`src/rtl/midi_voice_allocator.sv`:
```
// MIDI channel-message parser with running status, driving a polyphonic voice table.
// A full table is handled by round-robin stealing.
module midi_voice_allocator #(
    parameter int         NUM_VOICES = 4,
    parameter logic [3:0] CHANNEL    = 4'd0,
    parameter bit         OMNI       = 1'b0,
    localparam int        VW         = $clog2(NUM_VOICES)
) (
    input  logic                    clk,
    input  logic                    rst,
    input  logic [7:0]              rx_data,
    input  logic                    rx_valid,
    output logic [NUM_VOICES-1:0]   voice_active,
    output logic [7*NUM_VOICES-1:0] voice_note,
    output logic [7*NUM_VOICES-1:0] voice_vel,
    output logic                    evt_valid,
    output logic                    evt_on,
    output logic [VW-1:0]           evt_voice,
    output logic                    evt_steal,
    output logic [7:0]              steal_cnt
);

    typedef enum logic [1:0] {
        IDLE    = 2'd0,
        WAIT_D1 = 2'd1,
        WAIT_D2 = 2'd2
    } parse_state_t;

    parse_state_t state, state_next;
    logic [7:0]   status, status_next;
    logic [6:0]   d1, d1_next;
    logic         msg_done;
    logic         len_one;

    logic          chan_ok, note_on, note_off;
    logic          hit, free;
    logic [VW-1:0] hit_idx, free_idx;
    logic [VW-1:0] steal_ptr;

    assign len_one = (status[7:4] == 4'hC) || (status[7:4] == 4'hD);

    always_ff @(posedge clk) begin
        if (rst) begin
            state  <= IDLE;
            status <= 8'h00;
            d1     <= 7'h00;
        end else begin
            state  <= state_next;
            status <= status_next;
            d1     <= d1_next;
        end
    end

    // Realtime bytes fall through untouched so they can sit between data bytes.
    always_comb begin
        state_next  = state;
        status_next = status;
        d1_next     = d1;
        msg_done    = 1'b0;
        if (rx_valid) begin
            if (rx_data >= 8'hF8) begin
                state_next = state;
            end else if (rx_data >= 8'hF0) begin
                status_next = 8'h00;
                state_next  = IDLE;
            end else if (rx_data[7]) begin
                status_next = rx_data;
                state_next  = WAIT_D1;
            end else begin
                case (state)
                    WAIT_D1: begin
                        d1_next = rx_data[6:0];
                        if (len_one) msg_done = 1'b1;
                        else         state_next = WAIT_D2;
                    end
                    WAIT_D2: begin
                        msg_done   = 1'b1;
                        state_next = WAIT_D1;
                    end
                    default: state_next = state;
                endcase
            end
        end
    end

    // On a note completion rx_data holds the velocity and d1 the key.
    assign chan_ok  = OMNI || (status[3:0] == CHANNEL);
    assign note_on  = msg_done && chan_ok && (state == WAIT_D2) &&
                      (status[7:4] == 4'h9) && (rx_data[6:0] != 7'd0);
    assign note_off = msg_done && chan_ok && (state == WAIT_D2) &&
                      ((status[7:4] == 4'h8) ||
                       ((status[7:4] == 4'h9) && (rx_data[6:0] == 7'd0)));

    // Scanning from the top down leaves the lowest matching index.
    always_comb begin
        hit      = 1'b0;
        hit_idx  = '0;
        free     = 1'b0;
        free_idx = '0;
        for (int i = NUM_VOICES - 1; i >= 0; i--) begin
            if (voice_active[i] && (voice_note[7*i +: 7] == d1)) begin
                hit     = 1'b1;
                hit_idx = VW'(i);
            end
            if (!voice_active[i]) begin
                free     = 1'b1;
                free_idx = VW'(i);
            end
        end
    end

    always_ff @(posedge clk) begin
        if (rst) begin
            voice_active <= '0;
            voice_note   <= '0;
            voice_vel    <= '0;
            evt_valid    <= 1'b0;
            evt_on       <= 1'b0;
            evt_voice    <= '0;
            evt_steal    <= 1'b0;
            steal_cnt    <= 8'h00;
            steal_ptr    <= '0;
        end else begin
            evt_valid <= 1'b0;
            if (note_on) begin
                evt_valid <= 1'b1;
                evt_on    <= 1'b1;
                if (hit) begin
                    voice_vel[7*hit_idx +: 7] <= rx_data[6:0];
                    evt_voice                 <= hit_idx;
                    evt_steal                 <= 1'b0;
                end else if (free) begin
                    voice_note[7*free_idx +: 7] <= d1;
                    voice_vel[7*free_idx +: 7]  <= rx_data[6:0];
                    voice_active[free_idx]      <= 1'b1;
                    evt_voice                   <= free_idx;
                    evt_steal                   <= 1'b0;
                end else begin
                    voice_note[7*steal_ptr +: 7] <= d1;
                    voice_vel[7*steal_ptr +: 7]  <= rx_data[6:0];
                    evt_voice                    <= steal_ptr;
                    evt_steal                    <= 1'b1;
                    if (steal_cnt != 8'hFF) steal_cnt <= steal_cnt + 8'd1;
                    if (steal_ptr == VW'(NUM_VOICES - 1)) steal_ptr <= '0;
                    else                                  steal_ptr <= steal_ptr + 1'b1;
                end
            end else if (note_off && hit) begin
                voice_active[hit_idx] <= 1'b0;
                evt_valid             <= 1'b1;
                evt_on                <= 1'b0;
                evt_voice             <= hit_idx;
                evt_steal             <= 1'b0;
            end
        end
    end

endmodule

```
`config.mk`:
```
export PLATFORM = sky130hd
export DESIGN_NAME = midi_voice_allocator
export DESIGN_NICKNAME = d
export VERILOG_FILES = /design/src/rtl/midi_voice_allocator.sv
export SDC_FILE = /design/constraint.sdc
export NUM_CORES = 1
export LEC_CHECK = 0
export CAP_MARGIN = 10
export CORE_AREA = 2 2 102 104
export CTS_CLUSTER_SIZE = 25
export DETAILED_ROUTE_END_ITERATION = 12
export DIE_AREA = 0 0 104 106
export PLACE_DENSITY = 0.75
export SYNTH_ARGS = -nofsm -noshare
export SYNTH_HDL_FRONTEND = slang
export SYNTH_SLANG_ARGS = --single-unit
```
`constraint.sdc`:
```
create_clock -name clk -period 2.3 [get_ports clk]
set_input_delay 0.575 -clock clk [delete_from_list [all_inputs] [get_ports clk]]
set_output_delay 0.575 -clock clk [all_outputs]
set_load 0.01 [all_outputs]
```
==> run_1/m2.png <==
The bar under the picture is 20 um long.
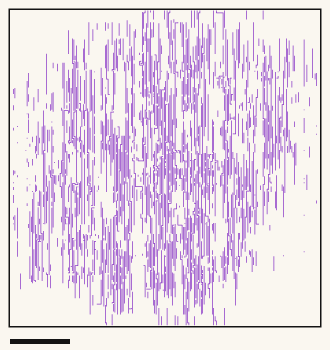
main direction = vertical
nets with wire on the layer = 653
share of all routed wire = 50%

==> run_1/congestion_map.png <==
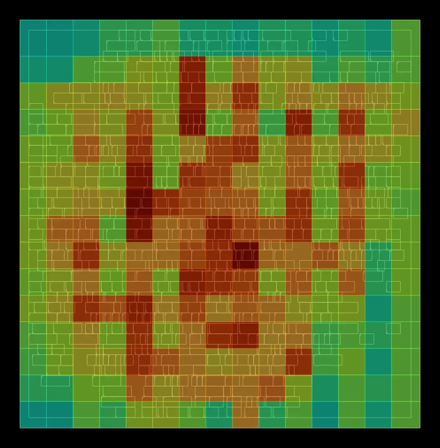
M3 GR Usage: 3.924%
post-layout utilization of the core: 70.61%
all-layer global routing usage: 25.33%
routing layer with the top usage in global route: met2
global routing usage on met2: 44.41%

==> run_1/m3.png <==
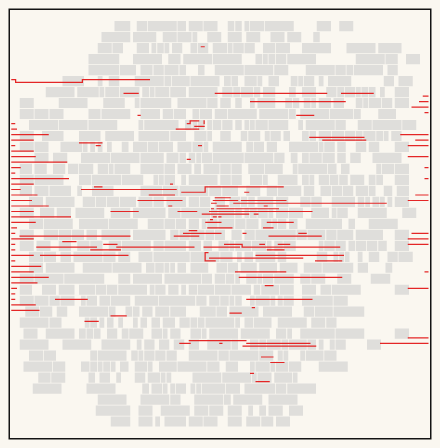
share of all routed wire = 6.6%
nets with wire on the layer = 121

==> run_1/m4.png <==
The bar under the picture is 20 um long. Supply wires on this layer in gray.
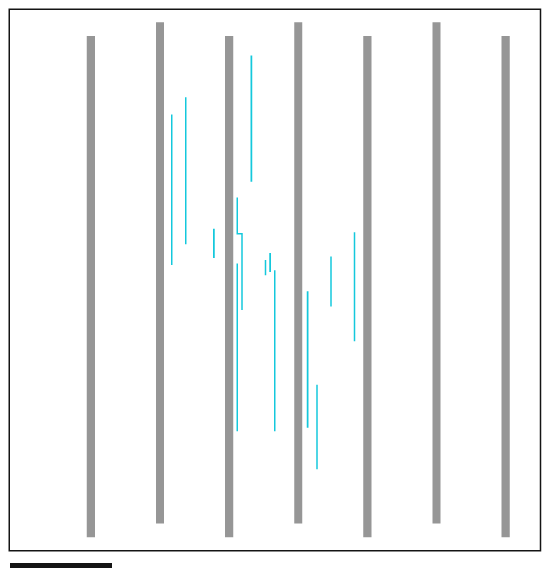
longest straight run = 32.6 um
wire length on this layer = 254 um
main direction = vertical
nets with wire on the layer = 12
share of all routed wire = 1.7%
total via count in the routed design: 4695
aggregate routed wire length: 14680 um

==> notes.md, run 1 <==
yosys + openroad results -> number of remaining DRC errors 0, Leakage 2.792 nW, transition time of the tightest slew-check pin 0.5455 ns, core area 10000 um2, floorplan net count 528, Root Driver clkbuf_8, cell total in the yosys stat output 502, post-layout period usage 116.3%, post-place instance area 6322 um2, number of sinks on the clock net 92, setup repair after global routing missed its margin yes, Synth cell types 65, top routing layer used met4, count of final max-slew check failures 0, count of port buffers added during placement 83, peak clock frequency supported by timing 373.8 MHz, setup slack after layout -0.3749 ns, full die area 11020 um2, number of diodes added for antenna fixing 0, final worst hold slack 0.4612 ns, count of boundary I/O pins 84, initial antenna violation count 0, Starting DRT DRC Count 349, Num CTS Buffers 9, cells taking the most area after synthesis dfxtp_1 40%, nand2_1 5.0%, a21oi_1 4.6%, post-synthesis instance total 502, failing checks negative setup slack, met3 wirelength from detailed routing 968 um, wire length on met2 7308 um, Final Instance Count excl. Fillers 840, H-tree Lvls 3, dominant logic cell types in the final layout 118 x buf_4, 84 x dfxtp_1, 77 x clkdlybuf4s50_1, 55 x nand2_1, 39 x a21oi_1, total power 0.002731 W, most repeated cell in the gate-level netlist after synthesis dfxtp_1, first-pass GRT wire length 22590 um, largest fanout of any net on the critical path 7, global placement routability congestion 0.8804, largest net degree at the start of global routing 30, remaining global-route overflow 0, area added between synthesis and finish 54.60%, worst path bufs/invs 2, top cells by instance count after synthesis 92 x dfxtp_1, 61 x nand2_1, 42 x a21oi_1, run status finished with violations, number of failing setup endpoints in the final timing report 43
-- run 1: flip-flops by register name, summed over array words and instances, names as in the netlist, 2 cells and up --
register / count
d1: 7
steal_cnt: 8
voice_vel: 28
state: 2
voice_active: 4
voice_note: 28
steal_ptr: 2
status: 8
evt_voice: 2
-- run 1: layout make-up --
| type | count | area share [%] |
|---|---|---|
| repair buffers | 216 | 27.06 |
| well taps | 136 | 2.410 |
| multi-input cells | 368 | 41.34 |
| inverters | 15 | 0.8683 |
| clock buffers | 10 | 1.808 |
| flip-flops and latches | 92 | 26.26 |
| clock inverters | 3 | 0.2481 |
-- run 1: where the power goes --
group	leakage [nW]	total, W	switching, W	internal, W
Sequential	0.746	0.00161	0.00000885	0.00160
Combinational	1.97	0.000197	0.000114	0.0000832
Clock	0.0739	0.000924	0.000552	0.000373
-- run 1: path summary, 6_finish.rpt --
check | startpoint | to | slack (ns) | depth (start not counted)
worst max-delay path | d1[1]$_SDFFE_PP0P_ | voice_vel[5]$_SDFFE_PP0P_ | -0.37 | 11
worst min-delay path | status[2]$_SDFFE_PP0P_ | status[2]$_SDFFE_PP0P_ | 0.46 | 2
worst max register to register | d1[1]$_SDFFE_PP0P_ | voice_vel[5]$_SDFFE_PP0P_ | -0.37 | 11
worst min register to register | status[2]$_SDFFE_PP0P_ | status[2]$_SDFFE_PP0P_ | 0.46 | 2
-- run 1: cells by family (layout without fill, tap and decap cells) --
family,count (synthesis),in the layout,share of synthesized area (%)
compound gates,104,104,16.99
xor+xnor,33,33,6.329
fa+ha+maj,15,15,4.110
buf+inv,42,244,4.657
flops,92,92,40.33
mux,18,18,3.973
simple gates,198,198,23.62
==> inputs of run 2 (changes only) <==
Settings changed: REMOVE_ABC_BUFFERS set to 1.
==> run 2 against run 1 <==
Compared with the run above: the flow still finishes with violations (negative setup slack); register-to-register slack worse by 0.15 ns; setup slack lost 0.15 ns; design area is 5.3% higher; synthesized cell count is the same; power increased by 5.7%; routed wire length grew 12%; first-iteration DRC count decreased by 11%; clock power rose by about 20%; clock skew is 0.0028 ns higher.
==> notes.md, run 2 <==
yosys + openroad results -> setup slack after layout -0.5211 ns (-0.1462 ns), Reg2Reg Setup Slack -0.52 ns (-0.15 ns), clock network contribution to total cell area 2.557% (+0.50 points), cell total in the yosys stat output 502 (unchanged), run status finished with violations, number of flip-flops and latches 92 (unchanged), total via count in the routed design 4828 (+2.8%), transition time of the tightest slew-check pin 0.5659 ns (+0.02037 ns), Non-clock buffers, area share 27.98% (+0.92 points), hold path cells 2 (unchanged), aggregate routed wire length 16380 um (+12%), initial antenna violation count 0 (unchanged), largest registers in the final layout voice_note x28, voice_vel x28, Root Driver clkbuf_8, Final Instance Count excl. Fillers 859 (+2.3%), final worst hold slack 0.4692 ns (+0.007949 ns), total power 0.002885 W (+5.7%), number of failing setup endpoints in the final timing report 74 (+72%), number of diodes added for antenna fixing 0 (unchanged), global routing usage on met2 43.89% (-0.52 points), failing checks negative setup slack, multi-input gate share of total cell area 41.34% (about the same), count of final max-slew check failures 0 (unchanged), largest net degree at the start of global routing 37 (+23%), first-pass GRT wire length 22960 um (+1.7%), Starting DRT DRC Count 312 (-11%), number of signal-net inverters in the final layout 15 (unchanged), top routing layer used met4, largest fanout of any net on the critical path 7 (unchanged), cells taking the most area after synthesis dfxtp_1 40%, nand2_1 5.0%, a21oi_1 4.6%, register share of the cell area 24.98% (-1.3 points), post-layout period usage 122.7% (+6.4 points), dominant logic cell types in the final layout 118 x buf_4, 85 x dfxtp_1, 78 x clkdlybuf4s50_1, 44 x nand2_1, 31 x nor2_1, count of boundary I/O pins 84 (unchanged), Leakage 2.928 nW (+4.9%)
## run 2: cell counts after synthesis
Identical to the previous run, type by type.
## run 2: power breakdown
part           switching, W  total (W)  internal (W)
sequential       0.00000880    0.00161       0.00160
clock              0.000663    0.00108      0.000421
combinational      0.000117   0.000193     0.0000763
total              0.000789    0.00289       0.00210
## run 2: worst reg2reg max path: stages (launching register included)
cell and delay, ns:
dfxtp_2 0.35, buf_4 0.15, xor2_2 0.19, nor4_4 0.34, and4_4 0.31, a21oi_2 0.08, or2_4 0.27, ha_4 0.25
nand3b_1 0.26, a211oi_4 0.28, buf_6 0.16, a22o_1 0.13
## run 2: logic make-up (layout without fill, tap and decap cells)
kind of cell | after synthesis | after routing | share of synthesized area [%]
AND-OR/OR-AND | 104 | 104 | 16.99
flip-flops | 92 | 92 | 40.33
adder cells (fa/ha/maj) | 15 | 15 | 4.110
XOR/XNOR | 33 | 33 | 6.329
buffers and inverters | 42 | 263 | 4.657
AND/OR/NAND/NOR | 198 | 198 | 23.62
multiplexers | 18 | 18 | 3.973
## run 2: worst max path at each step
stage | startpoint | endpoint | slack [ns] | cells past startpoint
after floorplan | d1[1]$_SDFFE_PP0P_ | voice_vel[0]$_SDFFE_PP0P_ | -0.32 | 9
after global routing | d1[5]$_SDFFE_PP0P_ | voice_vel[5]$_SDFFE_PP0P_ | -0.52 | 11
after detailed placement | rx_data[7] | voice_note[23]$_SDFFE_PP0P_ | -0.68 | 8
after CTS | d1[2]$_SDFFE_PP0P_ | voice_vel[5]$_SDFFE_PP0P_ | -0.27 | 12
after global placement | rx_data[7] | voice_note[21]$_SDFFE_PP0P_ | -0.55 | 8
final | d1[5]$_SDFFE_PP0P_ | voice_vel[5]$_SDFFE_PP0P_ | -0.52 | 11
==> run_2/congestion_map.png <==
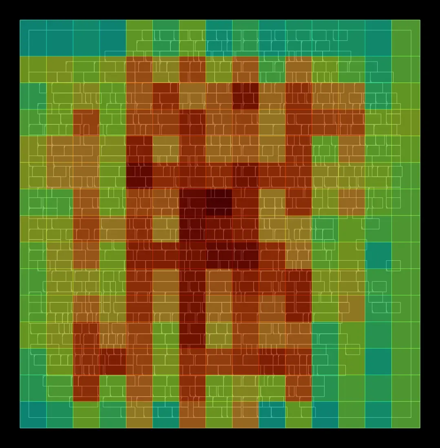
M3 GR Usage: 4.598%
met1 usage: 32.12%

Power and IR drop assume default switching activity.
